## src/rtl/multi_channel_frequency_counter.sv

```systemverilog
// multi_channel_frequency_counter: gated rising-edge counter for CHANNELS async inputs with Wishbone classic readout.
// Optional feature macro FREQ_COUNT_IRQ_EN: builds the DONE completion interrupt and a writable CTRL.IRQ_EN bit.
module multi_channel_frequency_counter #(
    parameter int          CHANNELS     = 4,
    parameter int          CNT_W        = 32,
    parameter int          SYNC_STAGES  = 2,
    parameter logic [31:0] GATE_DEFAULT = 32'd1000
) (
    input  logic                clk_i,
    input  logic                rst_i,
    input  logic [7:0]          addr_i,
    input  logic [31:0]         dat_i,
    output logic [31:0]         dat_o,
    input  logic                we_i,
    input  logic [3:0]          sel_i,
    input  logic                cyc_i,
    input  logic                stb_i,
    output logic                ack_o,
    output logic                err_o,
    input  logic [CHANNELS-1:0] signal_i,
    output logic                irq_o
);
    typedef enum logic [1:0] {IDLE, ARM, GATE, LATCH} state_t;

    state_t              state, state_next;
    logic [CHANNELS-1:0] sync [SYNC_STAGES];
    logic [CHANNELS-1:0] prev, pulse, en, ovf;
    logic [CNT_W-1:0]    cnt [CHANNELS];
    logic [CNT_W-1:0]    result [CHANNELS];
    logic [31:0]         gate_len, timer, meas_cnt, gate_new, rdata;
    logic                cont, irq_en, done, access, bad, wr, ctrl_wr, status_wr, clr, start;

    assign access    = cyc_i & stb_i & ~ack_o & ~err_o;
    assign wr        = access & we_i & ~bad;
    assign ctrl_wr   = wr && addr_i == 8'h00;
    assign status_wr = wr && addr_i == 8'h01;
    assign clr       = ctrl_wr & sel_i[0] & dat_i[0];
    assign start     = ctrl_wr & sel_i[0] & dat_i[1] & ~dat_i[0];

    // Address decode, byte-merged GATE write value and read-data mux
    always_comb begin
        gate_new = gate_len;
        for (int b = 0; b < 4; b++) if (sel_i[b]) gate_new[8*b +: 8] = dat_i[8*b +: 8];
        rdata = '0;
        bad   = 1'b1;
        if (addr_i == 8'h00) begin
            rdata[2]             = cont;
            rdata[3]             = irq_en;
            rdata[16 +: CHANNELS] = en;
            bad                  = 1'b0;
        end
        if (addr_i == 8'h01) begin
            rdata[0]             = state != IDLE;
            rdata[1]             = done;
            rdata[8 +: CHANNELS] = ovf;
            bad                  = 1'b0;
        end
        if (addr_i == 8'h02) begin
            rdata = gate_len;
            bad   = we_i && gate_new == 32'd0;
        end
        for (int n = 0; n < CHANNELS; n++) if (addr_i == 8'(4 + n)) begin
            rdata = 32'(result[n]);
            bad   = we_i;
        end
        if (addr_i == 8'h10) begin
            rdata = meas_cnt;
            bad   = we_i;
        end
    end

    // Registered single-cycle bus response; read data captured on the acknowledging edge
    always_ff @(posedge clk_i or negedge rst_i)
        if (!rst_i) begin
            ack_o <= 1'b0;
            err_o <= 1'b0;
            dat_o <= '0;
        end else begin
            ack_o <= access & ~bad;
            err_o <= access & bad;
            dat_o <= (access & ~we_i & ~bad) ? rdata : '0;
        end

    // Per-channel synchroniser followed by a registered rising-edge pulse
    always_ff @(posedge clk_i or negedge rst_i)
        if (!rst_i) begin
            for (int s = 0; s < SYNC_STAGES; s++) sync[s] <= '0;
            prev  <= '0;
            pulse <= '0;
        end else begin
            sync[0] <= signal_i;
            for (int s = 1; s < SYNC_STAGES; s++) sync[s] <= sync[s-1];
            prev  <= sync[SYNC_STAGES-1];
            pulse <= sync[SYNC_STAGES-1] & ~prev;
        end

    // Software-visible control fields
    always_ff @(posedge clk_i or negedge rst_i)
        if (!rst_i) begin
            gate_len <= GATE_DEFAULT;
            cont     <= 1'b0;
            en       <= '1;
        end else begin
            if (ctrl_wr && sel_i[0]) cont <= dat_i[2];
            if (ctrl_wr && sel_i[2]) en <= dat_i[16 +: CHANNELS];
            if (wr && addr_i == 8'h02) gate_len <= gate_new;
        end

    // Measurement state register
    always_ff @(posedge clk_i or negedge rst_i)
        if (!rst_i) state <= IDLE;
        else state <= state_next;

    // Next-state logic; CLR overrides everything and START is only seen in IDLE
    always_comb begin
        state_next = state;
        case (state)
            IDLE:    if (start) state_next = ARM;
            ARM:     state_next = GATE;
            GATE:    if (timer == 32'd1) state_next = LATCH;
            LATCH:   if (cont) state_next = ARM; else state_next = IDLE;
            default: state_next = IDLE;
        endcase
        if (clr) state_next = IDLE;
    end

    // Gate timer, live counters with saturation, result latch and status flags
    always_ff @(posedge clk_i or negedge rst_i)
        if (!rst_i) begin
            timer    <= '0;
            ovf      <= '0;
            done     <= 1'b0;
            meas_cnt <= '0;
            for (int i = 0; i < CHANNELS; i++) begin
                cnt[i]    <= '0;
                result[i] <= '0;
            end
        end else if (clr) begin
            ovf  <= '0;
            done <= 1'b0;
            for (int i = 0; i < CHANNELS; i++) begin
                cnt[i]    <= '0;
                result[i] <= '0;
            end
        end else begin
            if (state == ARM) timer <= gate_len;
            else if (state == GATE) timer <= timer - 32'd1;
            if (status_wr && sel_i[1]) ovf <= ovf & ~dat_i[8 +: CHANNELS];
            if (status_wr && sel_i[0] && dat_i[1]) done <= 1'b0;
            if (state == LATCH) begin
                done     <= 1'b1;
                meas_cnt <= meas_cnt + 32'd1;
            end
            for (int i = 0; i < CHANNELS; i++) begin
                if (state == ARM) cnt[i] <= '0;
                else if (state == GATE && en[i] && pulse[i]) begin
                    if (cnt[i] == '1) ovf[i] <= 1'b1;
                    else cnt[i] <= cnt[i] + CNT_W'(1);
                end
                if (state == LATCH) result[i] <= en[i] ? cnt[i] : '0;
            end
        end

`ifdef FREQ_COUNT_IRQ_EN
    // Interrupt enable bit and registered level interrupt
    always_ff @(posedge clk_i or negedge rst_i)
        if (!rst_i) begin
            irq_en <= 1'b0;
            irq_o  <= 1'b0;
        end else begin
            if (ctrl_wr && sel_i[0]) irq_en <= dat_i[3];
            irq_o <= done & irq_en;
        end
`else
    assign irq_en = 1'b0;
    assign irq_o  = 1'b0;
`endif
endmodule

```

## config.mk

```make
export PLATFORM = sky130hd
export DESIGN_NAME = multi_channel_frequency_counter
export DESIGN_NICKNAME = d
export VERILOG_FILES = /design/src/rtl/multi_channel_frequency_counter.sv
export SDC_FILE = /design/constraint.sdc
export NUM_CORES = 1
export LEC_CHECK = 0
export CAP_MARGIN = 20
export CORE_MARGIN = 5
export CORE_UTILIZATION = 45
export CTS_BUF_LIST = sky130_fd_sc_hd__clkbuf_8 sky130_fd_sc_hd__clkbuf_16
export CTS_CLUSTER_DIAMETER = 50
export DETAILED_ROUTE_END_ITERATION = 10
export DONT_BUFFER_PORTS = 1
export PLACE_DENSITY_LB_ADDON = 0.25
export SLEW_MARGIN = 20
export SYNTH_ARGS = -nofsm -noshare
export SYNTH_HDL_FRONTEND = slang
export SYNTH_SLANG_ARGS = --single-unit
```

## constraint.sdc

```tcl
create_clock -name clk_i -period 3.28 [get_ports clk_i]
set_input_delay 0.328 -clock clk_i [delete_from_list [all_inputs] [get_ports clk_i]]
set_output_delay 0.328 -clock clk_i [all_outputs]
set_load 0.05 [all_outputs]
```

**Run 1: local utilization**

(1 px per micron) The die is cut into 22 by 22 equal tiles; white is low, dark blue is high, 0 to 100% covered.
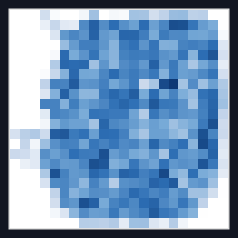
12% of the tiles are over 75% full. 18% of the tiles are nearly empty. The mean over all tiles is 45%. The emptiest ninth of the die: upper left. The fullest tile reaches 97%.

**Run 1: metal 4**

(1.5 px per micron)
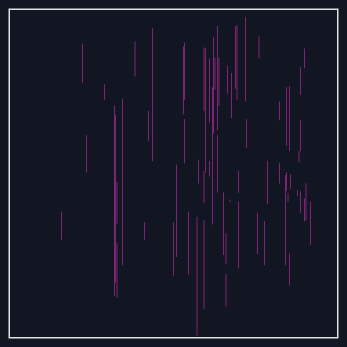
The longest straight run is 127 microns. The layer carries 2370 microns of wire. 50 nets have wire on it.

**Run 1: track usage over the die**

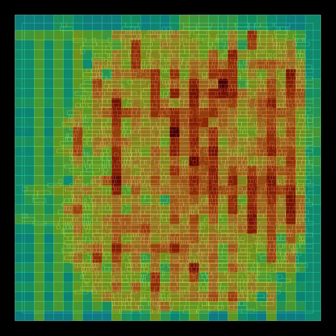
WL/cell: 23.4 microns
M1 GR Usage: 0.330

[run 1: area by class of cell]
type                            count  area [sq um]
Fill cell                        3767         20600
Sequential cell                   414         10400
Multi-Input combinational cell   1289          8600
Clock buffer                       57          1340
Timing Repair Buffer               89           841
Tap cell                          585           732
Clock inverter                     32           318
Inverter                           25          93.8
Antenna cell                        1          2.50
[run 1: registers in the layout (all words and copies together), names as in the netlist]
register and count:
ack_o 1, cnt 128, cont 1, dat_o 32, done 1, en 4, err_o 1, gate_len 32
meas_cnt 32, ovf 4, prev 4, pulse 4, result 128, state 2, sync 8, timer 32
[run 1: power by group]
group | total, mW | switching [mW] | internal [mW]
Sequential | 5.72 | 0.351 | 5.37
Combinational | 2.56 | 1.69 | 0.864
Clock | 5.53 | 2.21 | 3.31
==> impl_metrics.yaml, run 1 <==
# generated from flow reports
synth:
  yosysWarnings: 0
  ys_sh_xor: 0.0599
  ys_seq_share: 0.533
  ff_type: "dfrtp_1"
  yosysMostFrequentCell: "dfrtp_1"
  yosysTopAreaCell: "dfrtp_1"
  fp_nets: 1895
  aoi_share: 0.156
  ys_top_logic_family: "simple AND/OR/NAND/NOR gates"
  syn-mean-instance-area_sq_um: 10.6
cells_and_area:
  final_nets: 1933
clock_tree:
  clk_latency_ns: 0.60
  clk_pin_slew_ns: 0.06
floorplanning:
  die_w_microns: 218
  chipHeight_microns: 218
sta:
  fin_crit_sh: 0.866
  hold_ws_ns: -0.554
  finalHoldViolations: 410
global_route:
  grt_pass1_vias: 15030
  grt_util_all_layers: 0.243
worst_setup_path:
  critPathMaxFanout: 4
routing:
  num_vias: 15369
status:
  failed_checks: "hold timing"
  status: "finished with violations"
placement:
  placed_area_sq_um: 20300
==> run 2, diff against run 1 <==
--- a/config.mk
+++ b/config.mk
@@ -8,7 +8,6 @@
 export CAP_MARGIN = 20
 export CORE_MARGIN = 5
 export CORE_UTILIZATION = 45
-export CTS_BUF_LIST = sky130_fd_sc_hd__clkbuf_8 sky130_fd_sc_hd__clkbuf_16
 export CTS_CLUSTER_DIAMETER = 50
 export DETAILED_ROUTE_END_ITERATION = 10
 export DONT_BUFFER_PORTS = 1
**Run 2: clock distribution**

(2 px per micron)
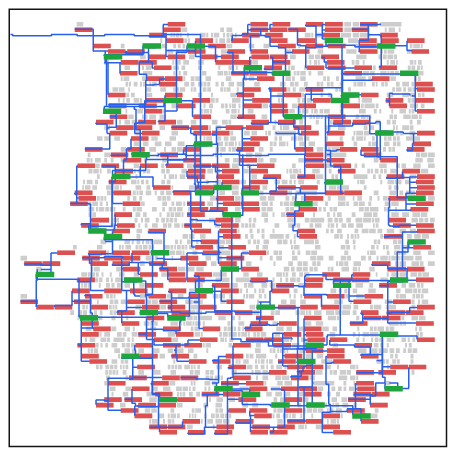
clock wires: shown in blue, length 5400 microns. cells driving clock nets: shown in green, count 49. flip-flops: shown in red, count 414.
There are 50 routed clock nets. Position of the flops: spread over the die.
clk latency late pin: 0.59 ns
Clk pwr share: 0.401
clock skew: 0.0313 ns
clk pwr: 5.54 mW

==> run 2 against run 1 <==
  * The run still ends with hold timing left
  * Cell area is essentially flat
  * Sequential share of layout area about the same
  * Area after synthesis unchanged
  * Combinational power hardly changed
  * Via count about the same
  * Final cell count hardly changed
  * Wire length about the same
  * Critical path depth stayed put
==> impl_metrics.yaml, run 2 <==
# generated from flow reports
status:
  status: "finished with violations"
  failed_checks: "hold timing"
floorplanning:
  die_w_microns: 218
  chipHeight_microns: 218
  taps: 585
worst_setup_path:
  worstSetupStartpointType: "flip-flop"
  critPathMaxFanout: 8
  slowest_delay_ns: 0.68
  cp_slowest_cell: "or4_1"
synth:
  yosysWarnings: 0
  ys_seq_share: 0.533
  synthTopCellsByCount: "dfrtp_1 (404), nor2_1 (158), a22o_1 (134), nand2_1 (108), a21oi_1 (105)"
  yosysMostFrequentCell: "dfrtp_1"
  ys_seq_elements: 414
  syn-mean-instance-area_sq_um: 10.6
  fp_nets: 1895
  ff_type: "dfrtp_1"
  yosysTopAreaCell: "dfrtp_1"
clock_tree:
  clk_pin_slew_ns: 0.06
  holdBufCountCts: 39
global_route:
  grt_pass1_vias: 15028
  gr-usage-met1: 0.330
  grt_overflow: 0
routing:
  drt-total-wl_mm: 58.3
  drt_iter0_markers: 1936
  routed_via_density: 6.17
  num_vias: 15379
cells_and_area:
  final-instance-count-excl-fill: 2491
  final_nets: 1933
  reg.largest.list: "cnt (128), result (128)"
  seq_area_frac: 0.465
  comb_share: 0.386
  inv_count: 25
  nNonClkBuffers: 89
  clkCellAreaFrac: 0.0742
  antennaDiodeCount: 0
  num-multi-input-gates: 1289
  comb_area_sq_um: 8600
  fillerInstances: 3767
  nonClkBufAreaFrac: 0.0377
  dominant_cells: "sequential cells"
  nClkBuffers: 64
  seq_area_sq_um: 10400
placement:
  placed_area_sq_um: 20300
sta:
  hold_ws_ns: -0.560
  setup_viol: 0
  fin_crit_sh: 0.863
  rsz0062_at_grt: "false"
  finalHoldViolations: 410
power:
  power_leakage_nw: 9.64
**Run 2: track usage over the die**

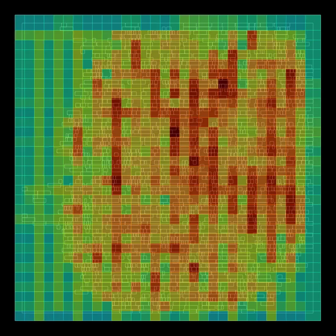
Final Core Density: 0.520
met2 Usage GRT: 0.387
WL/cell: 23.4 microns
GRT met3 Usage: 0.0491
global-route usage over all layers: 0.243

[run 2: cell families (layout without fill, tap and decap cells)]
| family | Yosys count | after routing | synth area share |
|---|---|---|---|
| other cells | 1 | 1 | 0.000193 |
| simple gates | 638 | 638 | 0.171 |
| mux | 79 | 79 | 0.0460 |
| buf+inv | 127 | 203 | 0.0260 |
| fa+ha+maj | 12 | 12 | 0.00772 |
| xor+xnor | 133 | 133 | 0.0599 |
| compound gates | 426 | 426 | 0.156 |
| flops | 414 | 414 | 0.533 |
[run 2: where the power goes]
part | switching, mW | internal, mW
clock | 2.21 | 3.34
sequential | 0.348 | 5.37
combinational | 1.69 | 0.864
total | 4.25 | 9.57
==> run 3, diff against run 2 <==
--- a/config.mk
+++ b/config.mk
@@ -12,6 +12,7 @@
 export DETAILED_ROUTE_END_ITERATION = 10
 export DONT_BUFFER_PORTS = 1
 export PLACE_DENSITY_LB_ADDON = 0.25
+export RECOVER_POWER = 25
 export SLEW_MARGIN = 20
 export SYNTH_ARGS = -nofsm -noshare
 export SYNTH_HDL_FRONTEND = slang
==> constraint.sdc (replaced) <==
create_clock -name clk_i -period 3.6 [get_ports clk_i]
set_input_delay 0.36 -clock clk_i [delete_from_list [all_inputs] [get_ports clk_i]]
set_output_delay 0.36 -clock clk_i [all_outputs]
set_load 0.05 [all_outputs]
**Run 3: local utilization**

(1 px per micron) The die is cut into 22 by 22 equal tiles; white is low, dark blue is high, 0 to 100% covered.
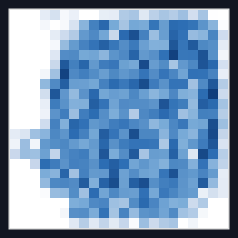
The fullest tile reaches 94%. The mean over all tiles is 45%. The densest ninth of the die: centre. 17% of the tiles are nearly empty. 12% of the tiles are over 75% full.

==> run 3 against run 2 <==
  * The flow still finishes with violations (hold timing)
  * Sequential share of layout area grew 0.39 points
  * Largest cell class unchanged
  * Global-route usage shrank 0.26 points
  * Critical path type unchanged
  * Maximum frequency shrank 3.0%
  * Area after synthesis is the same
  * Combinational power shrank 15%
  * Setup slack gained 0.23 ns
  * Critical path depth shrank 2
  * Power shrank 11%
  * Wire length shrank 1.8%
==> impl_metrics.yaml, run 3 <==
# generated from flow reports
status:
  status: "finished with violations"
  failed_checks: "hold timing"
worst_setup_path:
  slowest_delay_ns: 0.70
  critPathMaxFanout: 8
  worstSetupStartpointType: "flip-flop"
cells_and_area:
  final_nets: 1914
  final-instance-count-excl-fill: 2474
  nClkBuffers: 71
  num-multi-input-gates: 1289
  flops: 414
  nNonClkBuffers: 68
  antennaDiodeCount: 1
  inv_count: 25
  seq_area_frac: 0.469
  clkCellAreaFrac: 0.0748
  comb_area_sq_um: 8610
  comb_share: 0.389
global_route:
  gr-usage-met1: 0.333
  grt_pass1_vias: 14846
  grt_overflow: 0
sta:
  hold_ws_ns: -0.533
  finalHoldViolations: 414
  setup_viol: 0
  finClkSkew_ns: 0.0384
  rsz0062_at_grt: "false"
clock_tree:
  clk_latency_ns: 0.61
  clk_pin_slew_ns: 0.06
routing:
  drt-total-wl_mm: 57.3
  drt_iter0_markers: 2056
synth:
  aoi_share: 0.156
  ys_seq_share: 0.533
  yosysWarnings: 0
  simple_gate_area_frac: 0.171
  synthTopCellsByCount: "dfrtp_1 (404), nor2_1 (158), a22o_1 (134), nand2_1 (108), a21oi_1 (105)"
  ys_sh_xor: 0.0599
  syn-mean-instance-area_sq_um: 10.6
  ff_type: "dfrtp_1"
  yosysMostFrequentCell: "dfrtp_1"
  ys_sh_adder: 0.00772
  ys_seq_elements: 414
floorplanning:
  die_w_microns: 218
  chipHeight_microns: 218
power:
  power_leakage_nw: 9.52
**Run 3: track usage over the die**

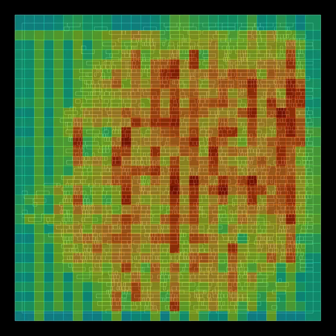
global-route usage over all layers: 0.240
GR peak layer: met2
met2 Usage GRT: 0.373

run 3: cell counts after synthesis:
Identical to the previous run, type by type.
run 3: where the power goes:
part	switching [mW]	internal, mW
registers	0.314	4.89
logic	1.47	0.707
clock network	2.06	2.93
run 3: path summary, 6_finish.rpt:
check / startpoint / endpoint / slack (ns) / cells past startpoint
setup / recovery: ack_o / gate_len[29] / 0.68 / 4
hold / removal: rst_i / sync[3] / -0.53 / 0
setup reg to reg: ack_o / gate_len[29] / 0.68 / 4
hold reg to reg: sync[4] / sync[0] / 0.35 / 0
max in group asynchronous: rst_i / sync[5] / 3.56 / 0
min in group clk_i: sel_i[0] / cont / 0.03 / 2
Power is estimated from default activity; no workload was simulated.
